$ cat src/rtl/chip8_mem_arbiter_if.sv
// chip8_mem_arbiter_if: requester, status and memory-side signals of the CHIP-8 memory arbiter
interface chip8_mem_arbiter_if #(
  parameter int ADDR_W = 12,
  parameter int DATA_W = 8
);
  logic              ld_req, ld_we, ld_done, ld_gnt;
  logic [ADDR_W-1:0] ld_addr;
  logic [DATA_W-1:0] ld_wdata;
  logic              cpu_req, cpu_we, cpu_lock, cpu_gnt, cpu_rvalid;
  logic [ADDR_W-1:0] cpu_addr;
  logic [DATA_W-1:0] cpu_wdata;
  logic              drw_req, drw_lock, drw_gnt, drw_rvalid;
  logic [ADDR_W-1:0] drw_addr;
  logic [DATA_W-1:0] rdata, mem_wdata, mem_rdata;
  logic              boot_done, prot_err, mem_en, mem_we;
  logic [ADDR_W-1:0] mem_addr;
  modport slave (
    input  ld_req, ld_we, ld_addr, ld_wdata, ld_done,
    input  cpu_req, cpu_we, cpu_lock, cpu_addr, cpu_wdata,
    input  drw_req, drw_lock, drw_addr, mem_rdata,
    output ld_gnt, cpu_gnt, cpu_rvalid, drw_gnt, drw_rvalid,
    output rdata, boot_done, prot_err, mem_en, mem_we, mem_addr, mem_wdata
  );
  modport master (
    output ld_req, ld_we, ld_addr, ld_wdata, ld_done,
    output cpu_req, cpu_we, cpu_lock, cpu_addr, cpu_wdata,
    output drw_req, drw_lock, drw_addr, mem_rdata,
    input  ld_gnt, cpu_gnt, cpu_rvalid, drw_gnt, drw_rvalid,
    input  rdata, boot_done, prot_err, mem_en, mem_we, mem_addr, mem_wdata
  );
endinterface

$ cat src/rtl/chip8_mem_arbiter.sv
// chip8_mem_arbiter: boot-gated, round-robin single-port arbiter for CHIP-8 main memory
module chip8_mem_arbiter #(
  parameter int ADDR_W   = 12,
  parameter int DATA_W   = 8,
  parameter int MAX_LOCK = 16,
  parameter int PROT_TOP = 'h200
) (
  input logic clk_in,
  input logic rst_in,
  chip8_mem_arbiter_if.slave bus
);
  localparam int CW = $clog2(MAX_LOCK + 1);
  typedef enum logic [1:0] {BOOT, IDLE, OWN_CPU, OWN_DRW} state_e;
  state_e        state_q, state_d;
  logic          rr_q, rr_d;
  logic [CW-1:0] cnt_q, cnt_d;
  logic          boot_done_q, cpu_rv_q, drw_rv_q;
  logic          ld_g, cpu_g, drw_g, prot, en, we, at_max;
  // cnt_q includes the grant that opened the locked run
  assign at_max = cnt_q >= CW'(MAX_LOCK - 1);
  always_comb begin
    state_d = state_q;
    cnt_d = cnt_q;
    ld_g = 1'b0;
    cpu_g = 1'b0;
    drw_g = 1'b0;
    case (state_q)
      BOOT: begin
        ld_g = bus.ld_req;
        state_d = bus.ld_done ? IDLE : BOOT;
      end
      IDLE: begin
        cpu_g = bus.cpu_req && !(bus.drw_req && rr_q);
        drw_g = bus.drw_req && !cpu_g;
        cnt_d = CW'(1);
        state_d = (cpu_g && bus.cpu_lock) ? OWN_CPU : (drw_g && bus.drw_lock) ? OWN_DRW : IDLE;
      end
      OWN_CPU: begin
        cpu_g = bus.cpu_req;
        cnt_d = cnt_q + CW'(cnt_q != CW'(MAX_LOCK));
        state_d = (!bus.cpu_req || !bus.cpu_lock || (at_max && bus.drw_req)) ? IDLE : OWN_CPU;
      end
      default: begin
        drw_g = bus.drw_req;
        cnt_d = cnt_q + CW'(cnt_q != CW'(MAX_LOCK));
        state_d = (!bus.drw_req || !bus.drw_lock || (at_max && bus.cpu_req)) ? IDLE : OWN_DRW;
      end
    endcase
    rr_d = cpu_g ? 1'b1 : drw_g ? 1'b0 : rr_q;
    prot = cpu_g && bus.cpu_we && (bus.cpu_addr < ADDR_W'(PROT_TOP));
    en = !rst_in && (ld_g || drw_g || (cpu_g && !prot));
    we = !rst_in && (ld_g ? bus.ld_we : (cpu_g && bus.cpu_we && !prot));
  end
  assign bus.ld_gnt     = !rst_in && ld_g;
  assign bus.cpu_gnt    = !rst_in && cpu_g;
  assign bus.drw_gnt    = !rst_in && drw_g;
  assign bus.prot_err   = !rst_in && prot;
  assign bus.mem_en     = en;
  assign bus.mem_we     = we;
  assign bus.mem_addr   = !en ? '0 : ld_g ? bus.ld_addr : cpu_g ? bus.cpu_addr : bus.drw_addr;
  assign bus.mem_wdata  = !we ? {DATA_W{1'b0}} : ld_g ? bus.ld_wdata : bus.cpu_wdata;
  assign bus.rdata      = bus.mem_rdata;
  assign bus.boot_done  = boot_done_q;
  assign bus.cpu_rvalid = cpu_rv_q;
  assign bus.drw_rvalid = drw_rv_q;
  always_ff @(posedge clk_in) begin
    if (rst_in) begin
      state_q <= BOOT;
      rr_q <= 1'b0;
      cnt_q <= '0;
      boot_done_q <= 1'b0;
      cpu_rv_q <= 1'b0;
      drw_rv_q <= 1'b0;
    end else begin
      state_q <= state_d;
      rr_q <= rr_d;
      cnt_q <= cnt_d;
      boot_done_q <= boot_done_q || (state_q == BOOT && bus.ld_done);
      cpu_rv_q <= cpu_g && !bus.cpu_we;
      drw_rv_q <= drw_g;
    end
  end
endmodule

$ cat src/flat_wrapper.sv
// flat-port wrapper written by rule: the top's interface ports become plain ports
module chip8_mem_arbiter_flat 
#(
  parameter int ADDR_W   = 12,
  parameter int DATA_W   = 8,
  parameter int MAX_LOCK = 16,
  parameter int PROT_TOP = 'h200
)
  (clk_in, rst_in, bus_ld_req, bus_ld_we, bus_ld_addr, bus_ld_wdata, bus_ld_done, bus_cpu_req, bus_cpu_we, bus_cpu_lock, bus_cpu_addr, bus_cpu_wdata, bus_drw_req, bus_drw_lock, bus_drw_addr, bus_mem_rdata, bus_ld_gnt, bus_cpu_gnt, bus_cpu_rvalid, bus_drw_gnt, bus_drw_rvalid, bus_rdata, bus_boot_done, bus_prot_err, bus_mem_en, bus_mem_we, bus_mem_addr, bus_mem_wdata);
  chip8_mem_arbiter_if #(.ADDR_W(ADDR_W), .DATA_W(DATA_W)) bus_i ();
  input logic clk_in;
  input logic rst_in;
  input wire logic [$bits(bus_i.ld_req)-1:0] bus_ld_req;
  input wire logic [$bits(bus_i.ld_we)-1:0] bus_ld_we;
  input wire logic [$bits(bus_i.ld_addr)-1:0] bus_ld_addr;
  input wire logic [$bits(bus_i.ld_wdata)-1:0] bus_ld_wdata;
  input wire logic [$bits(bus_i.ld_done)-1:0] bus_ld_done;
  input wire logic [$bits(bus_i.cpu_req)-1:0] bus_cpu_req;
  input wire logic [$bits(bus_i.cpu_we)-1:0] bus_cpu_we;
  input wire logic [$bits(bus_i.cpu_lock)-1:0] bus_cpu_lock;
  input wire logic [$bits(bus_i.cpu_addr)-1:0] bus_cpu_addr;
  input wire logic [$bits(bus_i.cpu_wdata)-1:0] bus_cpu_wdata;
  input wire logic [$bits(bus_i.drw_req)-1:0] bus_drw_req;
  input wire logic [$bits(bus_i.drw_lock)-1:0] bus_drw_lock;
  input wire logic [$bits(bus_i.drw_addr)-1:0] bus_drw_addr;
  input wire logic [$bits(bus_i.mem_rdata)-1:0] bus_mem_rdata;
  output wire logic [$bits(bus_i.ld_gnt)-1:0] bus_ld_gnt;
  output wire logic [$bits(bus_i.cpu_gnt)-1:0] bus_cpu_gnt;
  output wire logic [$bits(bus_i.cpu_rvalid)-1:0] bus_cpu_rvalid;
  output wire logic [$bits(bus_i.drw_gnt)-1:0] bus_drw_gnt;
  output wire logic [$bits(bus_i.drw_rvalid)-1:0] bus_drw_rvalid;
  output wire logic [$bits(bus_i.rdata)-1:0] bus_rdata;
  output wire logic [$bits(bus_i.boot_done)-1:0] bus_boot_done;
  output wire logic [$bits(bus_i.prot_err)-1:0] bus_prot_err;
  output wire logic [$bits(bus_i.mem_en)-1:0] bus_mem_en;
  output wire logic [$bits(bus_i.mem_we)-1:0] bus_mem_we;
  output wire logic [$bits(bus_i.mem_addr)-1:0] bus_mem_addr;
  output wire logic [$bits(bus_i.mem_wdata)-1:0] bus_mem_wdata;
  assign bus_i.ld_req = bus_ld_req;
  assign bus_i.ld_we = bus_ld_we;
  assign bus_i.ld_addr = bus_ld_addr;
  assign bus_i.ld_wdata = bus_ld_wdata;
  assign bus_i.ld_done = bus_ld_done;
  assign bus_i.cpu_req = bus_cpu_req;
  assign bus_i.cpu_we = bus_cpu_we;
  assign bus_i.cpu_lock = bus_cpu_lock;
  assign bus_i.cpu_addr = bus_cpu_addr;
  assign bus_i.cpu_wdata = bus_cpu_wdata;
  assign bus_i.drw_req = bus_drw_req;
  assign bus_i.drw_lock = bus_drw_lock;
  assign bus_i.drw_addr = bus_drw_addr;
  assign bus_i.mem_rdata = bus_mem_rdata;
  assign bus_ld_gnt = bus_i.ld_gnt;
  assign bus_cpu_gnt = bus_i.cpu_gnt;
  assign bus_cpu_rvalid = bus_i.cpu_rvalid;
  assign bus_drw_gnt = bus_i.drw_gnt;
  assign bus_drw_rvalid = bus_i.drw_rvalid;
  assign bus_rdata = bus_i.rdata;
  assign bus_boot_done = bus_i.boot_done;
  assign bus_prot_err = bus_i.prot_err;
  assign bus_mem_en = bus_i.mem_en;
  assign bus_mem_we = bus_i.mem_we;
  assign bus_mem_addr = bus_i.mem_addr;
  assign bus_mem_wdata = bus_i.mem_wdata;
  chip8_mem_arbiter #(.ADDR_W(ADDR_W), .DATA_W(DATA_W), .MAX_LOCK(MAX_LOCK), .PROT_TOP(PROT_TOP)) u_core (.clk_in(clk_in), .rst_in(rst_in), .bus(bus_i));
endmodule
$ cat config.mk
export PLATFORM = sky130hd
export DESIGN_NAME = chip8_mem_arbiter_flat
export DESIGN_NICKNAME = d
export VERILOG_FILES = /design/src/rtl/chip8_mem_arbiter_if.sv /design/src/rtl/chip8_mem_arbiter.sv /design/src/flat_wrapper.sv
export SDC_FILE = /design/constraint.sdc
export NUM_CORES = 1
export LEC_CHECK = 0
export ABC_AREA = 1
export CAP_MARGIN = 20
export CORE_MARGIN = 1.5
export CORE_UTILIZATION = 34
export DETAILED_ROUTE_END_ITERATION = 12
export GPL_TIMING_DRIVEN = 0
export PLACE_DENSITY_LB_ADDON = 0.08
export SYNTH_ARGS = -nofsm -noshare
export SYNTH_HDL_FRONTEND = slang
export SYNTH_SLANG_ARGS = --single-unit
$ cat constraint.sdc
create_clock -name clk_in -period 2.1 [get_ports clk_in]
set_input_delay 0.42 -clock clk_in [delete_from_list [all_inputs] [get_ports clk_in]]
set_output_delay 0.42 -clock clk_in [all_outputs]
set_load 0.01 [all_outputs]
PDN straps and rails:
Pins as bars on the die edge.
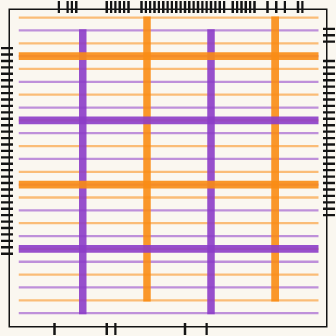
| net | colour |
|---|---|
| VDD | orange |
| VSS | purple |
met4 straps: 4
met5 straps: 4
rows: 23
signal pins: 107
met1 rails: 24

Cell classes on the final placement:
Scale bar: 20 um.
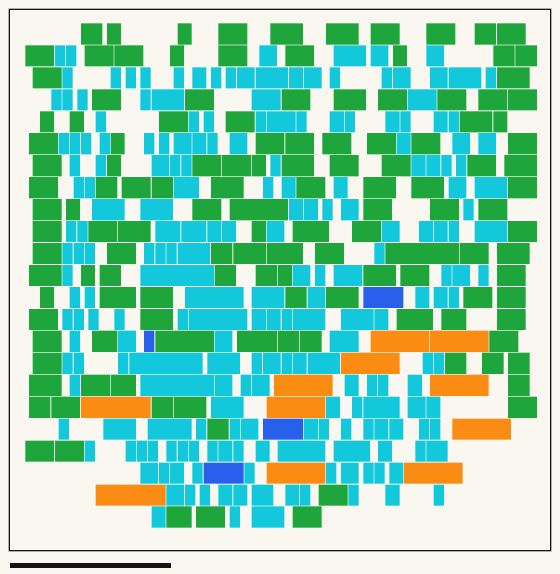
| class | colour | cells | share of their area |
|---|---|---|---|
| clock drivers and dummy loads | blue | 4 | 1.6% |
| remaining logic cells | cyan | 214 | 45% |
| remaining buffers and delay cells | green | 133 | 46% |
| registers | orange | 11 | 8.2% |
row count: 23
flop share of the area: 0.0798
share of the core filled with cells: 0.719
core area: 3970 um2

==> results.cfg <==
; synthesis and place-and-route metrics
[power]
p_switching_mw = 0.407
power_density_nw_per_um2 = 392
p_seq_frac = 0.212
p_int_mw = 0.712
vdd_ir_drop_max_uv = 253

[clock_network]
cts_htree_levels = 1
clk_pin_slew_ps = 50
clock_sinks = 11

[synth]
synth_warnings = 0
edf_count = 0
synth.distinct_cells = 28
synth_area_um2 = 1390
ys_cells = 241
syn_nets = 317
synth-seq-cells = 11

[grt]
grt.busiest_layer = met2
grt_pass1_vias = 1723
grt_util_all_layers = 0.220

[layout]
diodes = 0

[floorplan]
die_h_um = 66.9
chipArea_um2 = 4470
die_x_um = 66.9

[place]
dpl.cell_count = 389
place_hpwl_um = 3490

[status]
status = finished, violations left
failed_checks = negative setup slack

[critical_path]
cp-end-kind = primary output
arrival_ps = 1800
cp_cell_sequence = buf_4 > ha_2 > inv_2 > nand2_2 > a21oi_2 > nand2_2 > nand2_4 > clkbuf_16 > nor2_2 > buf_2

[timing]
setup_viol = 20
worst_slack_ps = -123
fin_skew_ps = 5.13

[routing]
top_layer = met4
totalWireLength_um = 5170
via_count = 1936
Routed clock nets over the placement:
Scale bar: 20 um.
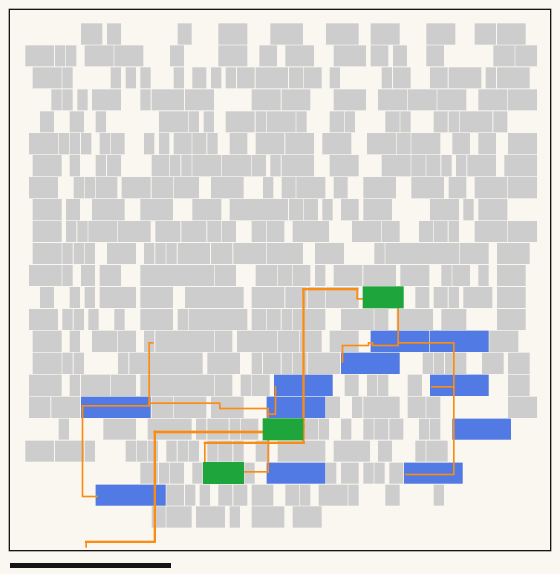
[clock wires] orange | length: 194 um
[clock-net drivers] green | count: 3
[flip-flops] blue | count: 11
routed clock nets: 4

## kinds of logic (layout without fill, tap and decap cells)
| family | after synthesis | in the layout | share of synthesized area |
|---|---|---|---|
| buffers and inverters | 49 | 169 | 0.183 |
| AOI/OAI and AO/OA | 14 | 14 | 0.0550 |
| adders and majority gates | 6 | 6 | 0.0541 |
| and+or+nand+nor | 161 | 162 | 0.549 |
| DFF | 11 | 11 | 0.159 |
## power by group through the flow
stage	clock (mW)	combinational [mW]	sequential [mW]
after CTS	0.220	0.589	0.237
final	0.218	0.664	0.237
after floorplan	0	0.285	0.237
after global routing	0.228	0.726	0.238
after detailed placement	0	0.530	0.238
after global placement	0	0.526	0.237
## sequential cells by signal, summed over array words and instances (netlist names)
register / flops
u_core.cnt_q: 5
u_core.state_q: 2
u_core.bus.boot_done: 1
u_core.bus.cpu_rvalid: 1
u_core.bus.drw_rvalid: 1
u_core.rr_q: 1
## tightest hold or removal path, stage by stage (launching register included)
cell and delay, ps:
dfxtp_1 300, inv_1 50, a21oi_1 50
## cell usage after synthesis, types with 6 or more instances
library cell  instances  area, um2
nand2_2               6       37.5
nor2_1               24       90.1
inv_1                28        105
ha_1                  6       75.1
nand3_1              27        135
nor3_1                7       35.0
dfxtp_1              11        220
nor2_2                9       56.3
nand2_1              69        259
a21oi_1               9       45.0
or2_2                12       75.1
buf_4                11       82.6
## final timing paths
kind	startpoint	end	slack, ps	depth (start not counted)
setup / recovery	u_core.state_q[0]	bus_mem_addr[5]	-120	10
hold / removal	u_core.bus.boot_done	u_core.bus.boot_done	450	2
setup reg to reg	u_core.cnt_q[0]	u_core.cnt_q[4]	520	8
hold reg to reg	u_core.bus.boot_done	u_core.bus.boot_done	450	2
## per-stage QoR
step | area (um2) | util | hold slack, ps | TNS [ps]
5_1_grt | 2860 | 0.719 | 474 | -3170
3_3_place_gp | 2430 | 0.612 | 437 | -15730
6_report | 2860 | 0.719 | 450 | -1720
4_1_cts | 2650 | 0.667 | 449 | -985
2_1_floorplan | 1390 | - | 467 | 0
3_5_place_dp | 2430 | 0.612 | 446 | -15730
## cell type report
type,instances,area (um2),share of cell area
flip-flops and latches,11,228,0.0798
plain buffers,16,148,0.0517
multi-input cells,182,1100,0.385
clock buffers,4,45.0,0.0158
well taps,50,62.6,0.0219
repair buffers,117,1130,0.395
inverters,32,145,0.0508
## placed cells by master, fill, tap and decap left out, types with 2 or more instances in the layout
cell type / n
buf_4: 20
nand3_2: 5
buf_12: 2
clkbuf_8: 4
ha_4: 3
or2_2: 12
a21oi_1: 8
dlymetal6s2s_1: 4
dfxtp_4: 2
ha_1: 2
o21ai_0: 3
nor2_1: 19
nand2_1: 64
nor3_1: 7
nand2_2: 7
clkdlybuf4s50_1: 65
buf_2: 15
dlygate4sd2_1: 4
nand3_1: 22
dfxtp_1: 9
nand2_4: 5
buf_6: 19
inv_6: 2
nor2_2: 5
inv_2: 4
inv_1: 22
nand2_8: 2
inv_4: 3
nor2_4: 11
## repair_timing
action                                  CTS  global route
pin swaps                                 7            15
resized                                 150            39
cloned                                    2             1
endpoints found under the setup margin   26            23
setup buffers                            13             4
Power is estimated from default activity; no workload was simulated.
